Fig. 1: routed metal per tile
Bar = 20 um. The die is cut into 23 by 23 equal tiles; white is low, dark blue is high, scaled to the fullest tile. Values are wire area over tile area, all layers added.
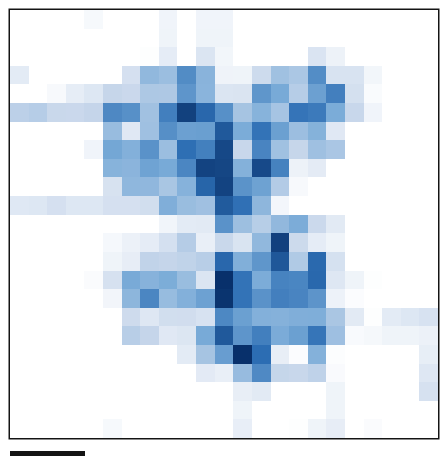
Fig. 2: layout detail
Region (37, 37) to (77, 77) um. Cells in gray, sequential cells in the stronger gray; small squares are vias.
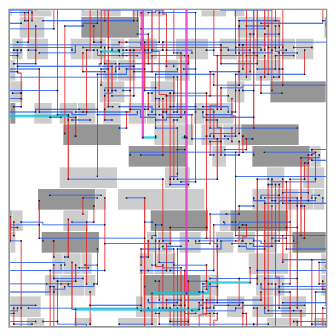
Fig. 3: metal 3
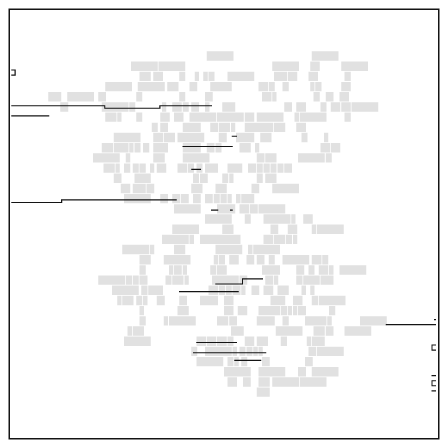
Fig. 4: routed clock nets over the placement
Bar = 20 um.
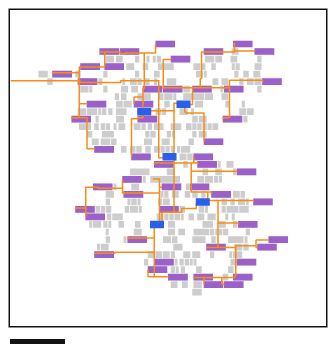
Fig. 5: clock wiring as the flow saved it
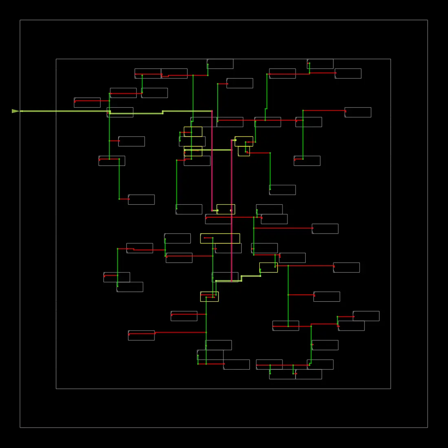
`src/rtl/key_cond_pkg.sv`:
```
// Shared types and defaults for the push-button key conditioner.
// No logic of its own: the key FSM state encoding, key bit positions and default parameters.
package key_cond_pkg;

  typedef enum logic [1:0] {
    RELEASED    = 2'd0,
    PRESS_CNT   = 2'd1,
    PRESSED     = 2'd2,
    RELEASE_CNT = 2'd3
  } key_state_t;

  localparam int KEY_RUN = 1;
  localparam int KEY_RLC = 0;

  localparam int DEF_DEBOUNCE_CYCLES = 500000;
  localparam int DEF_SYNC_STAGES     = 2;

  // Counter width for the debounce window; one bit minimum so a window of 1 still elaborates.
  function automatic int cnt_width(input int cycles);
    return (cycles < 2) ? 1 : $clog2(cycles);
  endfunction

endpackage

```
`src/rtl/key_debounce.sv`:
```
// Synchroniser plus debounce FSM for one active-low key; registered level and press/release pulses.
// Latency SYNC_STAGES+DEBOUNCE_CYCLES+1 edges from raw edge to output; no backpressure.
module key_debounce
  import key_cond_pkg::*;
#(
  parameter int DEBOUNCE_CYCLES = DEF_DEBOUNCE_CYCLES,
  parameter int SYNC_STAGES     = DEF_SYNC_STAGES
) (
  input  logic clk,
  input  logic reset,
  input  logic key_n,
  output logic key_lvl_n,
  output logic key_press,
  output logic key_release
);

  if (DEBOUNCE_CYCLES < 1) begin : g_bad_debounce
    $error("key_debounce: DEBOUNCE_CYCLES must be >= 1");
  end
  if (SYNC_STAGES < 2) begin : g_bad_sync
    $error("key_debounce: SYNC_STAGES must be >= 2");
  end

  localparam int CNT_W = cnt_width(DEBOUNCE_CYCLES);
  localparam logic [CNT_W-1:0] CNT_MAX = CNT_W'(DEBOUNCE_CYCLES - 1);

  logic [SYNC_STAGES-1:0] sync_q, sync_d;
  logic                   sync;
  key_state_t             state_q, state_d;
  logic [CNT_W-1:0]       cnt_q, cnt_d;
  logic                   key_lvl_n_q, key_lvl_n_d;
  logic                   key_press_q, key_press_d;
  logic                   key_release_q, key_release_d;

  assign sync_d = {sync_q[SYNC_STAGES-2:0], key_n};
  assign sync   = sync_q[SYNC_STAGES-1];

  always_comb begin
    state_d = state_q;
    cnt_d   = cnt_q;
    unique case (state_q)
      RELEASED: begin
        if (!sync) begin
          state_d = PRESS_CNT;
          cnt_d   = '0;
        end
      end
      PRESS_CNT: begin
        if (sync) begin
          state_d = RELEASED;
        end else if (cnt_q == CNT_MAX) begin
          state_d = PRESSED;
        end else begin
          cnt_d = cnt_q + 1'b1;
        end
      end
      PRESSED: begin
        if (sync) begin
          state_d = RELEASE_CNT;
          cnt_d   = '0;
        end
      end
      RELEASE_CNT: begin
        if (!sync) begin
          state_d = PRESSED;
        end else if (cnt_q == CNT_MAX) begin
          state_d = RELEASED;
        end else begin
          cnt_d = cnt_q + 1'b1;
        end
      end
      default: state_d = RELEASED;
    endcase
  end

  // Outputs are decoded from the next state so they land in the same edge as the transition.
  always_comb begin
    key_lvl_n_d   = !((state_d == PRESSED) || (state_d == RELEASE_CNT));
    key_press_d   = (state_q == PRESS_CNT) && (state_d == PRESSED);
    key_release_d = (state_q == RELEASE_CNT) && (state_d == RELEASED);
  end

  always_ff @(posedge clk) begin
    if (reset) begin
      sync_q        <= '1;
      state_q       <= RELEASED;
      cnt_q         <= '0;
      key_lvl_n_q   <= 1'b1;
      key_press_q   <= 1'b0;
      key_release_q <= 1'b0;
    end else begin
      sync_q        <= sync_d;
      state_q       <= state_d;
      cnt_q         <= cnt_d;
      key_lvl_n_q   <= key_lvl_n_d;
      key_press_q   <= key_press_d;
      key_release_q <= key_release_d;
    end
  end

  assign key_lvl_n   = key_lvl_n_q;
  assign key_press   = key_press_q;
  assign key_release = key_release_q;

endmodule

```
`src/rtl/key_conditioner.sv`:
```
// Conditions the Run/Reset_Load_Clear keys and slider switches feeding the multiplier; no backpressure.
// KEY_COND_SWITCH_SYNC_EN: S goes through a SYNC_STAGES flop chain, otherwise S = S_raw combinationally.
module key_conditioner
  import key_cond_pkg::*;
#(
  parameter int DEBOUNCE_CYCLES = DEF_DEBOUNCE_CYCLES,
  parameter int SYNC_STAGES     = DEF_SYNC_STAGES
) (
  input  logic       Clk,
  input  logic       Reset,
  input  logic [1:0] Key_n,
  input  logic [7:0] S_raw,
  output logic [1:0] Key_lvl_n,
  output logic [1:0] Key_press,
  output logic [1:0] Key_release,
  output logic [7:0] S
);

  key_debounce #(
    .DEBOUNCE_CYCLES(DEBOUNCE_CYCLES),
    .SYNC_STAGES    (SYNC_STAGES)
  ) u_key_run (
    .clk        (Clk),
    .reset      (Reset),
    .key_n      (Key_n[KEY_RUN]),
    .key_lvl_n  (Key_lvl_n[KEY_RUN]),
    .key_press  (Key_press[KEY_RUN]),
    .key_release(Key_release[KEY_RUN])
  );

  key_debounce #(
    .DEBOUNCE_CYCLES(DEBOUNCE_CYCLES),
    .SYNC_STAGES    (SYNC_STAGES)
  ) u_key_rlc (
    .clk        (Clk),
    .reset      (Reset),
    .key_n      (Key_n[KEY_RLC]),
    .key_lvl_n  (Key_lvl_n[KEY_RLC]),
    .key_press  (Key_press[KEY_RLC]),
    .key_release(Key_release[KEY_RLC])
  );

`ifdef KEY_COND_SWITCH_SYNC_EN
  // Switches are slow and glitch-tolerant downstream, so synchronise only, no debounce.
  logic [SYNC_STAGES-1:0][7:0] s_sync_q, s_sync_d;

  assign s_sync_d = {s_sync_q[SYNC_STAGES-2:0], S_raw};

  always_ff @(posedge Clk) begin
    if (Reset) begin
      s_sync_q <= '0;
    end else begin
      s_sync_q <= s_sync_d;
    end
  end

  assign S = s_sync_q[SYNC_STAGES-1];
`else
  assign S = S_raw;
`endif

endmodule

```
`config.mk`:
```
export PLATFORM = sky130hd
export DESIGN_NAME = key_conditioner
export DESIGN_NICKNAME = d
export VERILOG_FILES = /design/src/rtl/key_cond_pkg.sv /design/src/rtl/key_debounce.sv /design/src/rtl/key_conditioner.sv
export SDC_FILE = /design/constraint.sdc
export NUM_CORES = 1
export LEC_CHECK = 0
export CAP_MARGIN = 20
export CORE_MARGIN = 10
export CORE_UTILIZATION = 30
export DETAILED_ROUTE_END_ITERATION = 8
export DONT_BUFFER_PORTS = 1
export HOLD_SLACK_MARGIN = 0.12
export PLACE_DENSITY = 0.49
export SKIP_CTS_REPAIR_TIMING = 1
export SLEW_MARGIN = 10
export SYNTH_ARGS = -nofsm -noshare
export SYNTH_HDL_FRONTEND = slang
export SYNTH_HIERARCHICAL = 1
export SYNTH_SLANG_ARGS = --single-unit
```
`constraint.sdc`:
```
create_clock -name Clk -period 2.5 [get_ports Clk]
set_clock_uncertainty 0.1 [all_clocks]
set_input_delay 0.25 -clock Clk [delete_from_list [all_inputs] [get_ports Clk]]
set_output_delay 0.25 -clock Clk [all_outputs]
set_load 0.03 [all_outputs]
```
==> out/qor.txt <==
Run status: completed
Signal buf overhead: 3.469%
Sequential cell area share: 36.08%
Reg-to-reg critical path startpoint: u_key_rlc/cnt_q[6]$_SDFFE_PP0P_
Synthesized netlist net count: 319
Crit path from: u_key_rlc/cnt_q[6]$_SDFFE_PP0P_
Horizontal die size: 114.3 um
Layout multi-input combinational cell count: 222
Post-layout period usage of the worst path: 80.04%
Achievable Freq: 499.7 MHz
Unrepaired setup endpoints after global routing: false
Antenna diode count: 0
Number of synthesized flops with an enable pin: 0
Die footprint: 13060 sq um
Sw Ratio: 22.03%
GRT Util Overall: 8.789%
1st-iter DRT viols: 88
Synthesized-area fraction occupied by adder cells: 0.9381%
Number of global-route vias before repair: 2059
Worst setup endpoint: u_key_rlc/state_q[1]$_SDFF_PP0_
Cells traversed along the worst timing path: or4b_4, or4_4, mux2i_1, nor2b_1
Seq group: 0.836 mW
Portion of netlist area occupied by mux cells: 1.548%
Number of nets with antenna violations after detailed routing: 0
Well-tap cell count: 108
Placed instance count: 400
Clk tree area frac: 4.206%
Number of vias in the routed layout: 2214
Largest driver fanout on the critical path: 9
Min-Delay Startpoint: Reset
Combined area of all synthesized cells: 2668 sq um
Clock sink count: 52
Remaining global-route overflow: 0
Total stage count of the critical path: 4
Cell type group with the largest total delay on the critical path: simple AND/OR/NAND/NOR gates
Combinational gate area: 1450 sq um
Overall power of the completed layout: 1.516 mW
Placement Setup Slack: 0.5139 ns
Pwr/cell area: 525.5 nW/um^2
Number of instances on the worst hold path: 2
Layout clock buffer count: 6
Met1 WL: 2962 um
Seq/Total Area, Yosys: 39.02%
Syn. warnings: 6
P_comb: 0.0561 mW
Clock tree root buffer cell: sky130_fd_sc_hd__clkbuf_8
Switching power: 0.3341 mW
Max-slew violations: 0
Min-Delay Path Class: input pin to flip-flop
Prevailing post-synth register cell: sky130_fd_sc_hd__dfxtp_1
Maximum count of clock buffers along a single path: 2
Synth Area per Inst: 8.746 sq um
Top metal layer carrying routed signals: met4
Area inside the core boundary: 8678 sq um
Post-Synthesis Cells: 305
Slew at the pin closest to its max-slew limit: 0.5603 ns
Xor/xnor share: 3.846%
Non-clock inverter instance count of the final layout: 10
Slowest library cell on the worst path: sky130_fd_sc_hd__or4_4
NumNets Final: 316
Basic Gates by Area: 29.88%
Clock-pin slew reported for the worst setup and hold paths after clock tree synthesis: 0.10 ns
Number of maximum-capacitance violations: 0
Final setup viols: 0
Cell group occupying the most layout area: multi-input combinational cells
Wire length on met2: 2513 um
Group drawing the most power: registers
Layout buffer count excluding clock buffers: 11
Warning total across the stage logs: 26
Count of H-tree levels built during CTS: 2
Largest net degree at the start of global routing: 53
Smallest setup slack after layout: 0.4989 ns
Most common cell in the synthesized netlist: sky130_fd_sc_hd__dfxtp_1
Share of the core filled with cells in the final layout: 33.25%
Detailed-route wire length per cell: 14.03 um
Worst relative slew slack: 62.52%
Total cells reported by yosys after synthesis: 305
Capture endpoint of the worst hold path: u_key_rlc/cnt_q[3]$_SDFFE_PP0P_
Count of non-filler cells in the finished layout: 411
Fraction of final layout cells sized beyond drive strength 1: 11.88%
Most used routing layer: met2
Total placed instance area: 2724 sq um
Insertion Delay late pin: 0.31 ns
Cell area leaders: sky130_fd_sc_hd__dfxtp_1 (39%), sky130_fd_sc_hd__a21oi_1 (4.3%), sky130_fd_sc_hd__nand2_1 (3.2%)
PortBufs: 0
Crit start category: flip-flop
Share of flip-flops with an asynchronous set or reset: 0%
Synthesized registers: 52
Sort of element at the end of the critical path: flip-flop
Detailed Routing Iterations Pass 1: 4
Area fraction in compound gates after synthesis: 18.15%
Clock tree from TritonCTS: done
Core Util at FP: 30.74%
Routed wire length: 5765 um
DR DRC count: 0
Power Internal: 1.182 mW
I/O Pins: 26
Area fraction of the dominant cell type after synthesis: 39.02%
Wire length of the first global-routing pass: 9735 um
Part of the power in registers: 55.2%
Antenna violations before repair: 0
Chip Height: 114.3 um
Met2 Usage GRT: 13.48%
Final total negative setup slack: 0 ns
Combinational share of power: 3.7%
Worst hold slack: 0.1455 ns
Final Cell Area: 2885 sq um
Top cells by count, synth: sky130_fd_sc_hd__dfxtp_1 (52), sky130_fd_sc_hd__a21oi_1 (23), sky130_fd_sc_hd__nand2_1 (23)
Post-DP HPWL: 3927 um
LEAKAGE: 0.8892 nW
Number of sequential cells: 52
Wire length on met3: 218 um
Final weighted congestion in routability-driven placement: 0.7648
Synthesis-to-finish area growth: 8.161%
Met1 track demand over resource: 11.78%
Number of buffer and inverter instances along the worst setup path: 0
Final min period: 2.001 ns
Type of the setup path with the least slack: flip-flop to flip-flop
Setup slack of the worst register-to-register path: 0.50 ns
Final hold violations: 0
Top flop regs: u_key_rlc/cnt_q x19, u_key_run/cnt_q x19
GR met3 Demand/Resource: 2.254%
Max incr delay on CP: 0.57 ns
Count of cell types in the netlist: 58
Area of the synthesized netlist per yosys stat: 2668 sq um
Cells on worst reg2reg path: 4
Per-cell via count in the routed design: 5.387
Top Layout Cells: sky130_fd_sc_hd__dfxtp_1 (52), sky130_fd_sc_hd__nand2_1 (23), sky130_fd_sc_hd__a21oi_1 (23)
Share of cell area taken by multi-input logic gates: 50.26%
Clock network fraction of design power: 41.1%
Most frequent standard cell in the layout excluding fill and tap cells: sky130_fd_sc_hd__dfxtp_1
Worst supply voltage drop on vdd: 0.2274 mV
Arrival time reported for the critical path endpoint: 2.16 ns
Prevailing logic family in the synthesized netlist: simple AND/OR/NAND/NOR gates
Capture point of the worst reg-to-reg path: u_key_rlc/state_q[1]$_SDFF_PP0_
Site Rows: 34
Fill cell count: 939
## Picture notes: Fig. 1
mean over tiles	0.069
fullest tile	0.40
emptiest ninth of the die	lower left
nearly empty tiles	52%
densest ninth of the die	center

## Picture notes: Fig. 2
layer	color
met2	red
met4	magenta
met3	cyan
met1	blue
cells with their middle in the window	93
most frequent	dfxtp_1 (12)
sequential cells in the window	12
netlist names of flops here include	`u_key_rlc/cnt_q` (6), `u_key_run/cnt_q` (5)

## Picture notes: Fig. 3
nets with wire on the layer	15
longest straight run	30.6 um
wire length on this layer	219 um
main direction	horizontal

## Picture notes: Fig. 4
[cells driving clock nets] blue | count: 5
[clock wires] orange | length: 722 um
[flip-flops] purple | count: 52
routed clock nets	6

## Picture notes: Fig. 5
total CTS buffers: 5
clock network power consumption: 0.624 mW

No activity file was given, so power comes from the tool's default toggle rates.
